Figure 1. Cell outlines without signal wires (run 1).
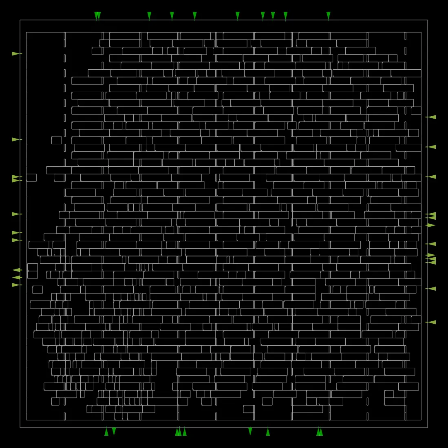
Figure 2. Close-up of the layout (run 1).
Bar = 20 um. Window x 12 to 62, y 12 to 62 um. Cells in gray, sequential cells in the stronger gray; small squares are vias.
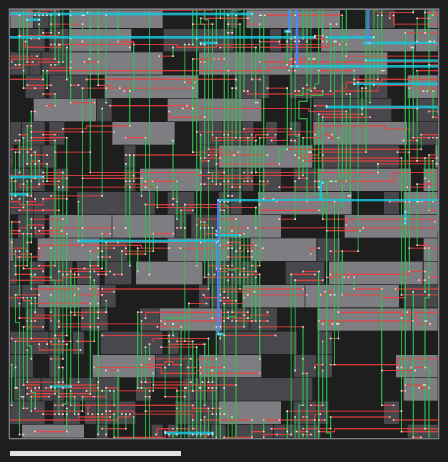
Figure 3. Wiring heat map (run 1).
Bar = 50 um. The die is cut into 30 by 30 equal tiles; black is low, pale yellow is high, scaled to the fullest tile. Values are wire area over tile area, all layers added.
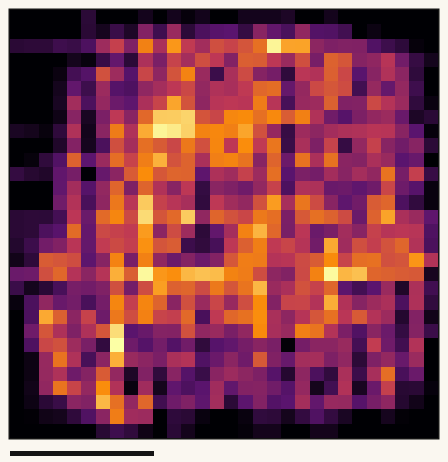
$ cat src/rtl/phy_tx_multilane.sv
// phy_tx_multilane
//   Single-clock multi-lane serial PHY transmitter. Input words are striped
//   round-robin over LANES lanes. Each lane buffers words in a small FIFO and
//   serialises one bit per clk. All lanes share one bit counter, so their
//   frames stay aligned. A lane with no buffered word sends IDLE_WORD, which
//   is IDLE_BYTE repeated across the word.
//
//   Optional build macro: PHY_TX_LSB_FIRST_EN
//     When defined, each frame is sent LSB first; otherwise MSB first.
//     Timing, valid and frame_start are the same in both builds.
//
// Ports
//   clk_i                 single clock, rising edge
//   reset_i               synchronous reset, active high
//   data_in_tx_i          input word (DATA_W)
//   valid_in_tx_i         data_in_tx_i is valid
//   ready_out_tx_o        block can accept a word; transfer = valid & ready
//   data_out_lane_tx_o    serial bit per lane (bit l = lane l)
//   valid_out_lane_tx_o   lane carries a data word this frame (0 = idle word)
//   frame_start_tx_o      high on the first bit of every frame

// One lane: FIFO plus shift register.
module phy_tx_lane #(
    parameter int              DATA_W     = 32,
    parameter int              FIFO_DEPTH = 4,
    parameter logic [DATA_W-1:0] IDLE_WORD = '0
) (
    input  logic              clk_i,
    input  logic              reset_i,
    input  logic              push_i,
    input  logic [DATA_W-1:0] din_i,
    input  logic              load_i,   // last bit of frame: reload shreg next edge
    output logic              full_o,
    output logic              bit_o,
    output logic              valid_o
);
    localparam int PW = $clog2(FIFO_DEPTH);

    logic [DATA_W-1:0] mem_q [FIFO_DEPTH];
    logic [PW-1:0]     wr_ptr_q, rd_ptr_q;
    logic [PW:0]       count_q, count_d;
    logic [DATA_W-1:0] shreg_q, shreg_d;
    logic              valid_q, valid_d;
    logic              pop;

    // Pop uses the pre-push count, so a word pushed into an empty FIFO on the
    // frame boundary edge waits for the following frame.
    assign pop    = load_i && (count_q != '0);
    assign full_o = (count_q == (PW+1)'(FIFO_DEPTH));

    always_comb begin
        count_d = count_q;
        unique case ({push_i, pop})
            2'b10:   count_d = count_q + 1'b1;
            2'b01:   count_d = count_q - 1'b1;
            default: count_d = count_q;
        endcase
    end

    always_comb begin
        shreg_d = shreg_q;
        valid_d = valid_q;
        if (load_i) begin
            shreg_d = pop ? mem_q[rd_ptr_q] : IDLE_WORD;
            valid_d = pop;
        end else begin
`ifdef PHY_TX_LSB_FIRST_EN
            shreg_d = {1'b0, shreg_q[DATA_W-1:1]};
`else
            shreg_d = {shreg_q[DATA_W-2:0], 1'b0};
`endif
        end
    end

    // Storage needs no reset; occupancy is tracked by the pointers.
    always_ff @(posedge clk_i) begin
        if (push_i) mem_q[wr_ptr_q] <= din_i;
    end

    always_ff @(posedge clk_i) begin
        if (reset_i) begin
            wr_ptr_q <= '0;
            rd_ptr_q <= '0;
            count_q  <= '0;
            shreg_q  <= IDLE_WORD;
            valid_q  <= 1'b0;
        end else begin
            if (push_i) wr_ptr_q <= wr_ptr_q + 1'b1;
            if (pop)    rd_ptr_q <= rd_ptr_q + 1'b1;
            count_q <= count_d;
            shreg_q <= shreg_d;
            valid_q <= valid_d;
        end
    end

`ifdef PHY_TX_LSB_FIRST_EN
    assign bit_o = shreg_q[0];
`else
    assign bit_o = shreg_q[DATA_W-1];
`endif
    assign valid_o = valid_q;
endmodule

module phy_tx_multilane #(
    parameter int          DATA_W     = 32,
    parameter int          LANES      = 2,
    parameter int          FIFO_DEPTH = 4,
    parameter logic [7:0]  IDLE_BYTE  = 8'hBC
) (
    input  logic              clk_i,
    input  logic              reset_i,
    input  logic [DATA_W-1:0] data_in_tx_i,
    input  logic              valid_in_tx_i,
    output logic              ready_out_tx_o,
    output logic [LANES-1:0]  data_out_lane_tx_o,
    output logic [LANES-1:0]  valid_out_lane_tx_o,
    output logic              frame_start_tx_o
);
    localparam int CW = $clog2(DATA_W);
    localparam int LW = (LANES > 1) ? $clog2(LANES) : 1;
    localparam logic [DATA_W-1:0] IDLE_WORD = {(DATA_W/8){IDLE_BYTE}};

    logic [CW-1:0]    cnt_q, cnt_d;
    logic [LW-1:0]    lane_sel_q, lane_sel_d;
    logic [LANES-1:0] full;
    logic             xfer, frame_end;

    assign frame_end      = (cnt_q == CW'(DATA_W-1));
    assign cnt_d          = frame_end ? '0 : cnt_q + 1'b1;
    assign ready_out_tx_o = !reset_i && !full[lane_sel_q];
    assign xfer           = valid_in_tx_i && ready_out_tx_o;
    // Strict round-robin: a full lane stalls input rather than being skipped.
    assign lane_sel_d     = !xfer ? lane_sel_q :
                            (lane_sel_q == LW'(LANES-1)) ? '0 : lane_sel_q + 1'b1;
    assign frame_start_tx_o = (cnt_q == '0);

    always_ff @(posedge clk_i) begin
        if (reset_i) begin
            cnt_q      <= '0;
            lane_sel_q <= '0;
        end else begin
            cnt_q      <= cnt_d;
            lane_sel_q <= lane_sel_d;
        end
    end

    for (genvar l = 0; l < LANES; l++) begin : g_lane
        phy_tx_lane #(
            .DATA_W    (DATA_W),
            .FIFO_DEPTH(FIFO_DEPTH),
            .IDLE_WORD (IDLE_WORD)
        ) u_lane (
            .clk_i  (clk_i),
            .reset_i(reset_i),
            .push_i (xfer && (lane_sel_q == LW'(l))),
            .din_i  (data_in_tx_i),
            .load_i (frame_end),
            .full_o (full[l]),
            .bit_o  (data_out_lane_tx_o[l]),
            .valid_o(valid_out_lane_tx_o[l])
        );
    end
endmodule
$ cat config.mk
export PLATFORM = sky130hd
export DESIGN_NAME = phy_tx_multilane
export DESIGN_NICKNAME = d
export VERILOG_FILES = /design/src/rtl/phy_tx_multilane.sv
export SDC_FILE = /design/constraint.sdc
export NUM_CORES = 1
export LEC_CHECK = 0
export CAP_MARGIN = 20
export CORE_MARGIN = 2
export CORE_UTILIZATION = 60
export DETAILED_ROUTE_END_ITERATION = 12
export GPL_ROUTABILITY_DRIVEN = 1
export GPL_TIMING_DRIVEN = 1
export PLACE_DENSITY = 0.79
export RECOVER_POWER = 100
export SLEW_MARGIN = 30
export SYNTH_ARGS = -nofsm -noshare
export SYNTH_HDL_FRONTEND = slang
export SYNTH_SLANG_ARGS = --single-unit
$ cat constraint.sdc
create_clock -name clk_i -period 3.8 [get_ports clk_i]
set_clock_uncertainty 0.1 [all_clocks]
set_input_delay 1.14 -clock clk_i [delete_from_list [all_inputs] [get_ports clk_i]]
set_output_delay 1.14 -clock clk_i [all_outputs]
set_load 0.02 [all_outputs]
==> impl_metrics.toml, run 1 <==
# implementation run metrics
[drt]
met1_length_um = 9540
vias = 6162
routed.top_layer = "met4"
dr.first_iter.drc_count = 497
vias_per_cell = 6.22
wl_met3_um = 1800
drc = 0
wl_met2_um = 12300
ant_nets = 0
wirelength_um = 24100
dr.pass1.iters = 5

[synth]
ys_seq_share_pct = 75.6
ys_sh_aoi_pct = 5.28
flop_cell = "edfxtp_1"
synth_cells = 630
simple_gate_share_pct = 2.65
top_area_cell = "edfxtp_1"
async_reset_ff_share_pct = 0
top_logic_kind = "multiplexers"
muxShareOfSynthArea_pct = 11.5
ys.flops = 346
ys_area_sq_um = 12500
syn_avg_cell_area_sq_um = 19.9
top_cells_by_area = "edfxtp_1 61%, dfxtp_1 14%, mux4_2 11%"
yosysWarnings = 0
ys_cells = 630
yosys.cell_types.count = 37
top_cell = "edfxtp_1"
synth.cells.most_frequent = "256 x edfxtp_1, 90 x dfxtp_1, 62 x mux4_2, 40 x o22a_1, 22 x a22o_1"
netlist_area_sq_um = 12500
adder_share_pct = 1.62
fp_nets = 680
synthXorXnorAreaFrac_pct = 0.698
top_area_share_pct = 61.3

[sta]
tightest_slew_ps = 1650
finalClockPeriodUsage_pct = 97.0
setup_viol = 0
fmax_ghz = 0.271
rsz0062_at_grt = "false"
hold_viol = 0
timing.slew.headroom_pct = -10.3
slew_viol_final = 27
setup_ws_ps = 115
hold_slack_ps = 347
setup_tns_ps = 0
period_minus_slack_ps = 3680

[place]
place_ws_ps = 65.9
hpwl_um = 13100
gp_congestion = 0.761
dp_cells = 927
dpl_cell_area_sq_um = 13300
io_buffers = 40

[cells_and_area]
logic_gates = 233
fillers = 1172
syn_to_final_growth_pct = 13.9
drive_gt1_share_pct = 20.0
final_util_pct = 70.2
fin_cells = 990
nets = 743
seq_area_sq_um = 9490
dominant_cells = "sequential cells"
num_antenna_cells = 1
clkCellAreaFrac_pct = 8.02
logic_area_sq_um = 2740
seq_cells = 346
buffer_area_share_pct = 3.66
inv_count = 16
nClkBuffers = 47
sh_seq_area_pct = 66.4
fin_area_sq_um = 14300
sh_comb_area_pct = 19.1

[pwr]
power_clock_w = 0.00337
seqPwrFrac_pct = 53.7
netSwitchingFraction_pct = 19.1
peakVddDrop_v = 0.000408
top_power_group = "registers"
power_w = 0.00773
p_leak_nw = 4.70
switchingPower_w = 0.00148
power_density_nw_per_um2 = 541
p_int_w = 0.00625
seq-power_w = 0.00415
clkPwrFrac_pct = 43.6
p_comb_w = 0.000203
combinationalPowerShare_pct = 2.6

[grt]
grt_pass1_wl_um = 37200
grtUsageMet3_pct = 5.03
gr-usage-met1_pct = 30.3
antenna_found_initial = 1
overflow = 0
grt_max_degree = 33
grt_pass1_vias = 6576
grt.met2_usage_pct = 39.4
busiest_layer = "met2"

[clock_network]
htree_levels = 2
postCtsSetupBuffers = 0
root_buffer = "clkbuf_16"
insertion_delay_ps = 510
numCtsBuffers = 34
clock_path_buffers = 3
path_clk_slew_ps = 60
ctsHoldBuffers = 0
numClockSinks = 346
cts_resized = 0
cts_tree = "yes"

[die]
fp.dieH_um = 149
die_area_sq_um = 22100
die_x_um = 149
io_pins = 41
coreArea_sq_um = 20400

[worst_setup_path]
crit_path_end_kind = "output port"
critPathRequiredTime_ps = 2560
crit_path_max_fanout = 2
critPathKind = "in -> out"
arrival_ps = 2440
startpoint_type = "input pin"

[flow_run]
warning_count = 33
maxCapViolCount = 1

[min_path]
hold_path.class = "reg -> reg"

[status]
violations = "max-capacitance violations, max-slew violations"
status = "complete, but fails checks"
Notes on Figure 1 above:
row cnt: 52
TAP cells: 270

Notes on Figure 2 above:
Cyan is metal 3. Blue is metal 4. Red is metal 1. Green is metal 2.
Netlist names of flops here include `g_lane.u_lane.mem_q` (16), `g_lane.u_lane.count_q` (6), `g_lane.u_lane.rd_ptr_q` (4). Most frequent: nor2_1 (17), dfxtp_1 (16), edfxtp_1 (16). 156 logic cells have their middle in the window. Sequential cells in the window: 34.

Notes on Figure 3 above:
29% of the tiles are over half the peak. The fullest tile reaches 0.49. 12% of the tiles are nearly empty. The mean over all tiles is 0.18.
GRT Overall Usage: 22.8%
wire per inst: 24.3 um

-- run 1: state kept, by name, indices dropped and copies added, names as in the netlist, named ones only --
name	flops
cnt_q	5
g_lane.u_lane.count_q	6
g_lane.u_lane.mem_q	256
g_lane.u_lane.rd_ptr_q	4
g_lane.u_lane.shreg_q	64
g_lane.u_lane.valid_o	2
g_lane.u_lane.wr_ptr_q	4
lane_sel_q	1
-- run 1: path summary, 6_finish.rpt --
kind	startpoint	to	slack [ps]	cells after the start
max	reset_i	ready_out_tx_o	120	3
min reg2reg	g_lane[1].u_lane.shreg_q[8]	g_lane[1].u_lane.shreg_q[9]	350	1
max reg2reg	cnt_q[0]	g_lane[1].u_lane.shreg_q[22]	890	6
min	g_lane[1].u_lane.shreg_q[8]	g_lane[1].u_lane.shreg_q[9]	350	1
-- run 1: layout by cell type, fill, tap and decap left out, types with 2 or more instances in the layout --
master	n
mux4_1	2
o22a_1	40
o21ai_0	7
fa_1	2
and3_2	6
nand2_1	5
nor2_1	20
and2_1	3
clkdlybuf4s50_1	3
inv_1	16
clkbuf_2	9
and3_1	3
bufinv_16	3
clkbuf_8	2
a21oi_1	9
o31ai_1	2
dfxtp_2	2
or3b_2	3
clkbuf_1	12
clkinv_2	8
ha_1	13
nand2b_1	3
mux4_2	62
edfxtp_1	256
a22o_1	22
nor3_1	2
nand3_1	5
or3_1	2
nor3b_1	3
dlygate4sd3_1	37
buf_4	8
clkbuf_16	37
clkinv_4	2
xor2_1	9
o311ai_0	2
dfxtp_1	88
-- run 1: critical path: stages --
cell             delay (ps)
clkdlybuf4s50_1         470
a211oi_1                200
clkdlybuf4s50_1         640
Figure 4. Where the registers sit (run 1).
Other sequential cells in the stronger gray, the rest of the logic in the fainter gray.
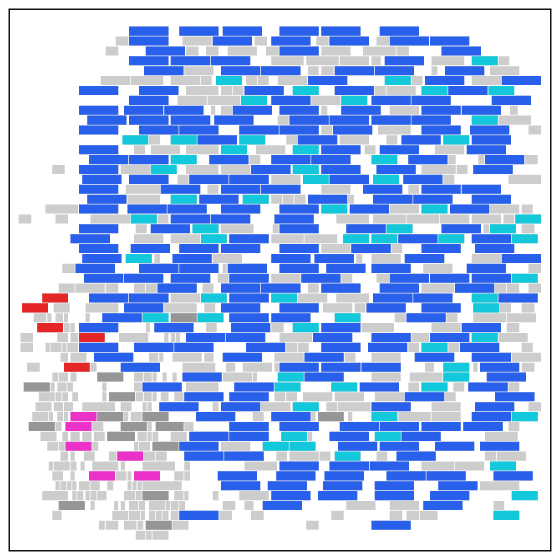

==> run 2: changes to the inputs <==
- HOLD_SLACK_MARGIN: unset -> 0.15
- PLACE_DENSITY: 0.79 -> 0.78
Figure 5. Where the registers sit (run 2).
Other sequential cells in the stronger gray, the rest of the logic in the fainter gray.
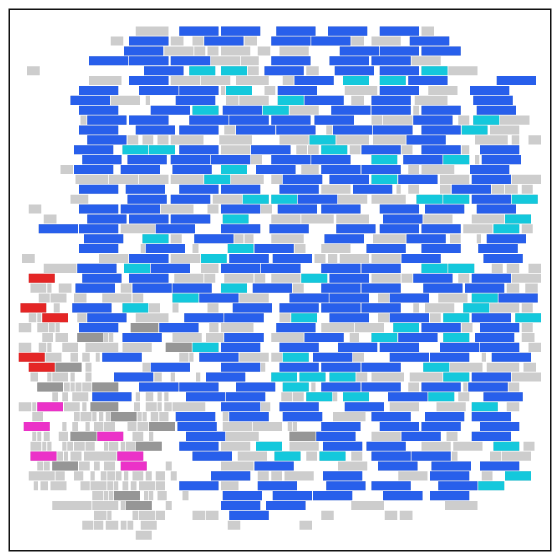
Cyan is `g_lane.u_lane.shreg_q`, sequential cells 64. Blue is `g_lane.u_lane.mem_q`, sequential cells 256, where all over the die. Magenta is `g_lane.u_lane.count_q`, sequential cells 6, where south-west. Red is `cnt_q`, sequential cells 5, where west.
Seq. cell area: 9490 sq um
Seq group: 0.00416 W

==> run 2 against run 1 <==
Compared with the run above: the flow still finishes with violations (max-capacitance violations, max-slew violations); clock-buffer cell count up 3; via count decreased by 1.2%; synthesized cell count stayed put; fmax barely moved; global-route usage rose by 0.19 points; sequential power about the same; cell count grew 0.20%; wire length fell by 0.87%; non-clock buffer count grew 3; cell area is essentially flat.
==> impl_metrics.toml, run 2 <==
# implementation run metrics
[clock_network]
insertion_delay_ps = 510
numClockSinks = 346
postCtsSetupBuffers = 0
root_buffer = "clkbuf_16"
ctsHoldBuffers = 0
cts_tree = "yes"
numCtsBuffers = 35
path_clk_slew_ps = 60
cts_resized = 0
htree_levels = 2

[pwr]
power_w = 0.00763
combinationalPowerShare_pct = 2.7
p_leak_nw = 4.71
seqPwrFrac_pct = 54.5
p_int_w = 0.00617
switchingPower_w = 0.00145
netSwitchingFraction_pct = 19.0
clkPwrFrac_pct = 42.8
power_density_nw_per_um2 = 534
peakVddDrop_v = 0.000361

[sta]
slew_viol_final = 27
period_minus_slack_ps = 3680
finalClockPeriodUsage_pct = 96.9
hold_slack_ps = 353
setup_viol = 0
setup_tns_ps = 0
hold_viol = 0
timing.slew.headroom_pct = -15.2
tightest_slew_ps = 1730

[synth]
synthXorXnorAreaFrac_pct = 0.698
async_reset_ff_share_pct = 0
flop_cell = "edfxtp_1"
top_logic_kind = "multiplexers"
top_area_cell = "edfxtp_1"
fp_nets = 680
yosys.cell_types.count = 37
adder_share_pct = 1.62
simple_gate_share_pct = 2.65
top_area_share_pct = 61.3
top_cell = "edfxtp_1"
netlist_area_sq_um = 12500
ys_cells = 630
yosysWarnings = 0
ys_seq_share_pct = 75.6
top_cells_by_area = "edfxtp_1 61%, dfxtp_1 14%, mux4_2 11%"
ys_area_sq_um = 12500
ys.flops = 346
synth.cells.most_frequent = "256 x edfxtp_1, 90 x dfxtp_1, 62 x mux4_2, 40 x o22a_1, 22 x a22o_1"
ys_sh_aoi_pct = 5.28
synth_cells = 630
muxShareOfSynthArea_pct = 11.5
syn_avg_cell_area_sq_um = 19.9

[die]
coreArea_sq_um = 20400
die_x_um = 149
io_pins = 41
fp.dieH_um = 149
rows = 52
die_area_sq_um = 22100

[grt]
grt_pass1_wl_um = 37600
overflow = 0
grt_max_degree = 33
track_usage_pct = 23.0
antenna_found_initial = 0
grt_pass1_vias = 6584

[worst_setup_path]
critPathRequiredTime_ps = 2560
startpoint_type = "input pin"
crit_path_max_fanout = 2
arrival_ps = 2440
crit_path_end_kind = "output port"
critPathKind = "in -> out"

[drt]
dr.first_iter.drc_count = 515
vias = 6087
ant_nets = 0
wl_per_cell_um = 24.1
dr.pass1.iters = 5
wirelength_um = 23900
vias_per_cell = 6.14

[cells_and_area]
reg.largest.list = "g_lane.u_lane.mem_q: 256 flops, g_lane.u_lane.shreg_q: 64 flops, g_lane.u_lane.count_q: 6 flops"
fillers = 1224
largest_reg_flops = 256
syn_to_final_growth_pct = 13.8
fin_cells = 992
lay_top_count = "edfxtp_1"
drive_gt1_share_pct = 19.8
logic_area_sq_um = 2740
nets = 747
final_util_pct = 70.2
largest-register = "g_lane.u_lane.mem_q"

[status]
status = "complete, but fails checks"
violations = "max-capacitance violations, max-slew violations"

[min_path]
hold_path.class = "reg -> reg"

[flow_run]
maxCapViolCount = 1
warning_count = 33

[place]
dp_cells = 930
hpwl_um = 13400
Figure 6. Wiring heat map (run 2).
Bar = 50 um. The die is cut into 30 by 30 equal tiles; black is low, pale yellow is high, scaled to the fullest tile. Values are wire area over tile area, all layers added.
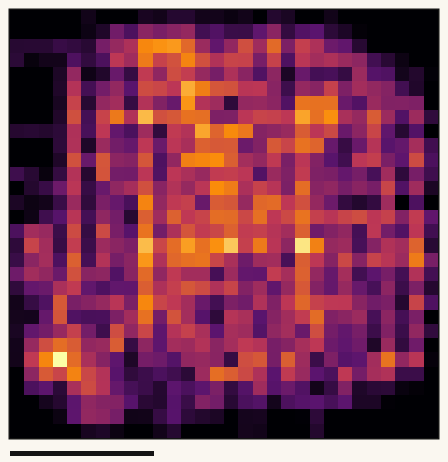
The mean over all tiles is 0.17. 21% of the tiles are over half the peak. The densest ninth of the die: center. The fullest tile reaches 0.54.

## run 2: power groups by stage
stage	clock [W]	sequential (W)	combinational, W
2_1_floorplan	0	0.00422	0.000104
3_3_place_gp	0	0.00423	0.000207
3_5_place_dp	0	0.00423	0.000217
4_1_cts	0.00332	0.00415	0.000220
5_1_grt	0.00346	0.00416	0.000224
6_report	0.00327	0.00416	0.000204
## run 2: worst paths after layout
path	startpoint	end	slack (ps)	cells past startpoint
max reg2reg	cnt_q[0]	g_lane[0].u_lane.shreg_q[16]	880	6
min	g_lane[0].u_lane.shreg_q[23]	g_lane[0].u_lane.shreg_q[24]	350	1
max	reset_i	ready_out_tx_o	120	3
min reg2reg	g_lane[0].u_lane.shreg_q[23]	g_lane[0].u_lane.shreg_q[24]	350	1
## run 2: stage by stage
step	setup WS (ps)	area (sq um)
floorplan	563	12500
detailed placement	63.5	13300
finish	117	14300
CTS	93.3	14400
global placement	46.1	13300
global route	56.3	14300
## run 2: layout make-up
type	count	area share, %
clock buffers	50	7.24
clock inverters	12	0.560
inverters	16	0.420
multi-input cells	233	19.2
flip-flops and latches	346	66.4
well taps	270	2.36
repair buffers	65	3.82
## run 2: per-layer routing
layer,vias to the layer above,GRT usage [%],part of all wire (%)
met5,-,0,0
met4,0,7.14,2.0
met3,35,3.99,6.2
met2,198,39.3,52
met1,3197,30.7,40
li1,2657,-,-
## run 2: cell families (layout without fill, tap and decap cells)
logic type               count (synthesis)  after routing
multiplexers                            64             64
buffers and inverters                   51            143
adder cells (fa/ha/maj)                 15             15
XOR/XNOR                                10             10
AND-OR/OR-AND                           83             83
AND/OR/NAND/NOR                         61             61
flip-flops                             346            346
## run 2: critical path, stage by stage
cell and delay, ps:
clkdlybuf4s50_1 450, a211oi_1 200, clkdlybuf4s50_1 650
Figure 7. Close-up of the layout (run 2).
Bar = 20 um. Window x 12 to 62, y 12 to 62 um. Cells in gray, sequential cells in the stronger gray; small squares are vias.
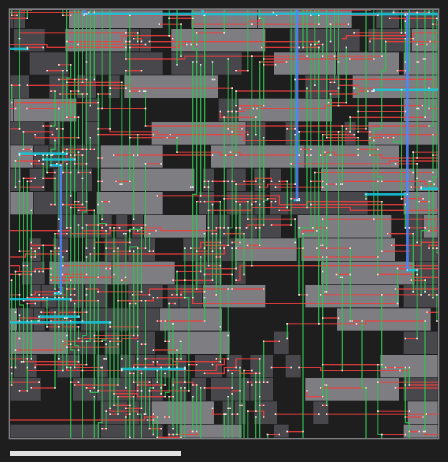

==> run 3: changes to the inputs <==
- CORE_UTILIZATION: 60 -> 54
- PLACE_DENSITY: 0.78 -> 0.74
- TNS_END_PERCENT: unset -> 50
- clock period: 3.8 -> 3.2 ns (I/O delays scaled with it)
Figure 8. Close-up of the layout (run 3).
Bar = 20 um. Window x 14 to 64, y 14 to 64 um. Cells in gray, sequential cells in the stronger gray; small squares are vias.
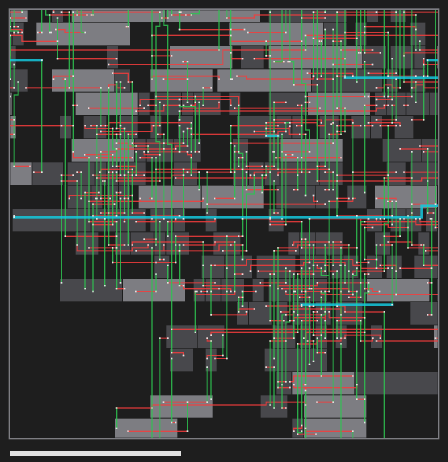
Green is metal 2. Cyan is metal 3. Red is metal 1.
149 logic cells have their middle in the window. Netlist names of flops here include `g_lane.u_lane.count_q` (6), `g_lane.u_lane.mem_q` (6), `g_lane.u_lane.wr_ptr_q` (4). Most frequent: nor2_1 (17), dfxtp_1 (17), inv_1 (14). Sequential cells in the window: 23.

Figure 9. Where the registers sit (run 3).
Other sequential cells in the stronger gray, the rest of the logic in the fainter gray.
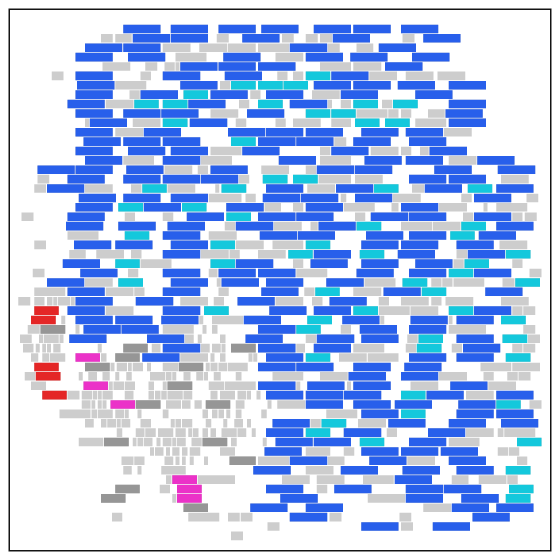
Cyan is `g_lane.u_lane.shreg_q`, sequential cells 64. Red is `cnt_q`, sequential cells 5. Magenta is `g_lane.u_lane.count_q`, sequential cells 6, where south-west. Blue is `g_lane.u_lane.mem_q`, sequential cells 256, where all over the die.
Another 15 sequential cells are not colored.
fin util: 63.4%
Seq. cell area: 9490 sq um

==> run 3 against run 2 <==
Compared with the run above: the flow still finishes with violations (max-capacitance violations, max-slew violations); critical path depth up 1; global-route usage down 2.4 points; power up 21%; flip-flop count unchanged; synthesized cell count unchanged; clock power up 24%; via count down 0.33%; largest power group unchanged; highest routed layer unchanged.
==> impl_metrics.toml, run 3 <==
# implementation run metrics
[status]
status = "complete, but fails checks"
violations = "max-capacitance violations, max-slew violations"

[cells_and_area]
reg.largest.list = "g_lane.u_lane.mem_q: 256 flops, g_lane.u_lane.shreg_q: 64 flops, g_lane.u_lane.count_q: 6 flops"
drive_gt1_share_pct = 19.7
largest-register = "g_lane.u_lane.mem_q"
fillers = 1511
lay_top_cells = "256 x edfxtp_1, 89 x dfxtp_1, 62 x mux4_2"
syn_to_final_growth_pct = 14.8

[min_path]
hold_path.class = "reg -> reg"
whs_path_depth = 1
min_to = "g_lane[1].u_lane.shreg_q[3]"

[worst_setup_path]
path_delay_family = "simple AND/OR/NAND/NOR gates"
cp-endpoint = "ready_out_tx_o"
crit_path_max_fanout = 8
arrival_ps = 2000
crit_chain = "or3b_2 -> nor2_1 -> a211oi_1 -> dlygate4sd2_1"
critPathRequiredTime_ps = 2140
critPathKind = "reg -> out"
crit_path_start = "g_lane[0].u_lane.count_q[2]"
regToRegSetupSlack_ps = 250
reg2reg_depth = 6
startpoint_type = "flip-flop"
path_buffers = 1
crit_cells = 4
regToRegStartpoint = "cnt_q[0]"

[grt]
grt_pass1_vias = 6562
grt_pass1_wl_um = 37300
track_usage_pct = 20.6
overflow = 0

[place]
gp_congestion = 0.773
place_ws_ps = -212
hpwl_um = 14100
io_buffers = 40

[clock_network]
postCtsSetupBuffers = 0
root_buffer = "clkbuf_16"
insertion_delay_ps = 520
ctsHoldBuffers = 0
numCtsBuffers = 35
cts_tree = "yes"
htree_levels = 2
path_clk_slew_ps = 60
numClockSinks = 346
clock_path_buffers = 3

[die]
rows = 55
die_area_sq_um = 24500
coreArea_sq_um = 22700
fp.dieH_um = 156

[synth]
top_area_cell = "edfxtp_1"
top_cell = "edfxtp_1"
synth_cells = 630
async_reset_ff_share_pct = 0
fp_nets = 680
ys_area_sq_um = 12500
flop_cell = "edfxtp_1"
syn_avg_cell_area_sq_um = 19.9

[sta]
period_minus_slack_ps = 3060
fmax_ghz = 0.327
setup_tns_ps = 0
slew_viol_final = 24
hold_viol = 0
tightest_slew_ps = 1540
finalClockPeriodUsage_pct = 95.7
hold_slack_ps = 349
rsz0062_at_grt = "false"

[drt]
ant_nets = 0
drc = 0
vias_per_cell = 5.97
vias = 6067
wl_per_cell_um = 23.8
dr.pass1.iters = 5

[pwr]
peakVddDrop_v = 0.000426
power_density_nw_per_um2 = 641
p_leak_nw = 4.74

[flow_run]
maxCapViolCount = 1
warning_count = 33
-- run 3: cell counts after synthesis --
Identical to the previous run, type by type.
-- run 3: layout make-up --
class | count | area [sq um] | share of cell area [%]
sequential | 346 | 9490 | 65.9
clock buffer | 51 | 1010 | 6.98
timing repair buffer | 75 | 608 | 4.22
clock inverter | 10 | 144 | 0.999
multi-input combinational | 233 | 2740 | 19.0
inverter | 16 | 60.1 | 0.417
tap | 285 | 357 | 2.48
-- run 3: layer usage --
layer	share of wire [%]	GRT usage [%]	wire length [um]
met5	0	0	0
met4	1.9	5.94	455
met3	5.3	4.13	1270
met2	51	35.3	12300
met1	42	27.0	10100
-- run 3: stage by stage --
step | power [W] | area (sq um) | std cells
2_1_floorplan | 0.00514 | 12500 | 630
3_3_place_gp | 0.00527 | 13400 | 955
3_5_place_dp | 0.00529 | 13400 | 955
4_1_cts | 0.00930 | 14600 | 1016
5_1_grt | 0.00948 | 14400 | 1016
6_report | 0.00923 | 14400 | 1016
-- run 3: what timing repair did --
action                                  4_1_cts  5_1_grt
gates resized                                 1        0
endpoints found under the setup margin        1        0
hold endpoints to repair                      0        0
-- run 3: report_power, final --
part	internal, W	switching, W	total [W]
sequential	0.00490	0.0000320	0.00493
clock	0.00243	0.00162	0.00405
combinational	0.000107	0.000139	0.000247
-- run 3: cells by family (layout without fill, tap and decap cells) --
| kind of cell | after synthesis | after routing | share of synthesized area, % |
|---|---|---|---|
| adder cells (fa/ha/maj) | 15 | 15 | 1.62 |
| buffers and inverters | 51 | 152 | 2.59 |
| XOR/XNOR | 10 | 10 | 0.698 |
| flip-flops | 346 | 346 | 75.6 |
| multiplexers | 64 | 64 | 11.5 |
| AND/OR/NAND/NOR | 61 | 61 | 2.65 |
| AND-OR/OR-AND | 83 | 83 | 5.28 |
Power is estimated from default activity; no workload was simulated.
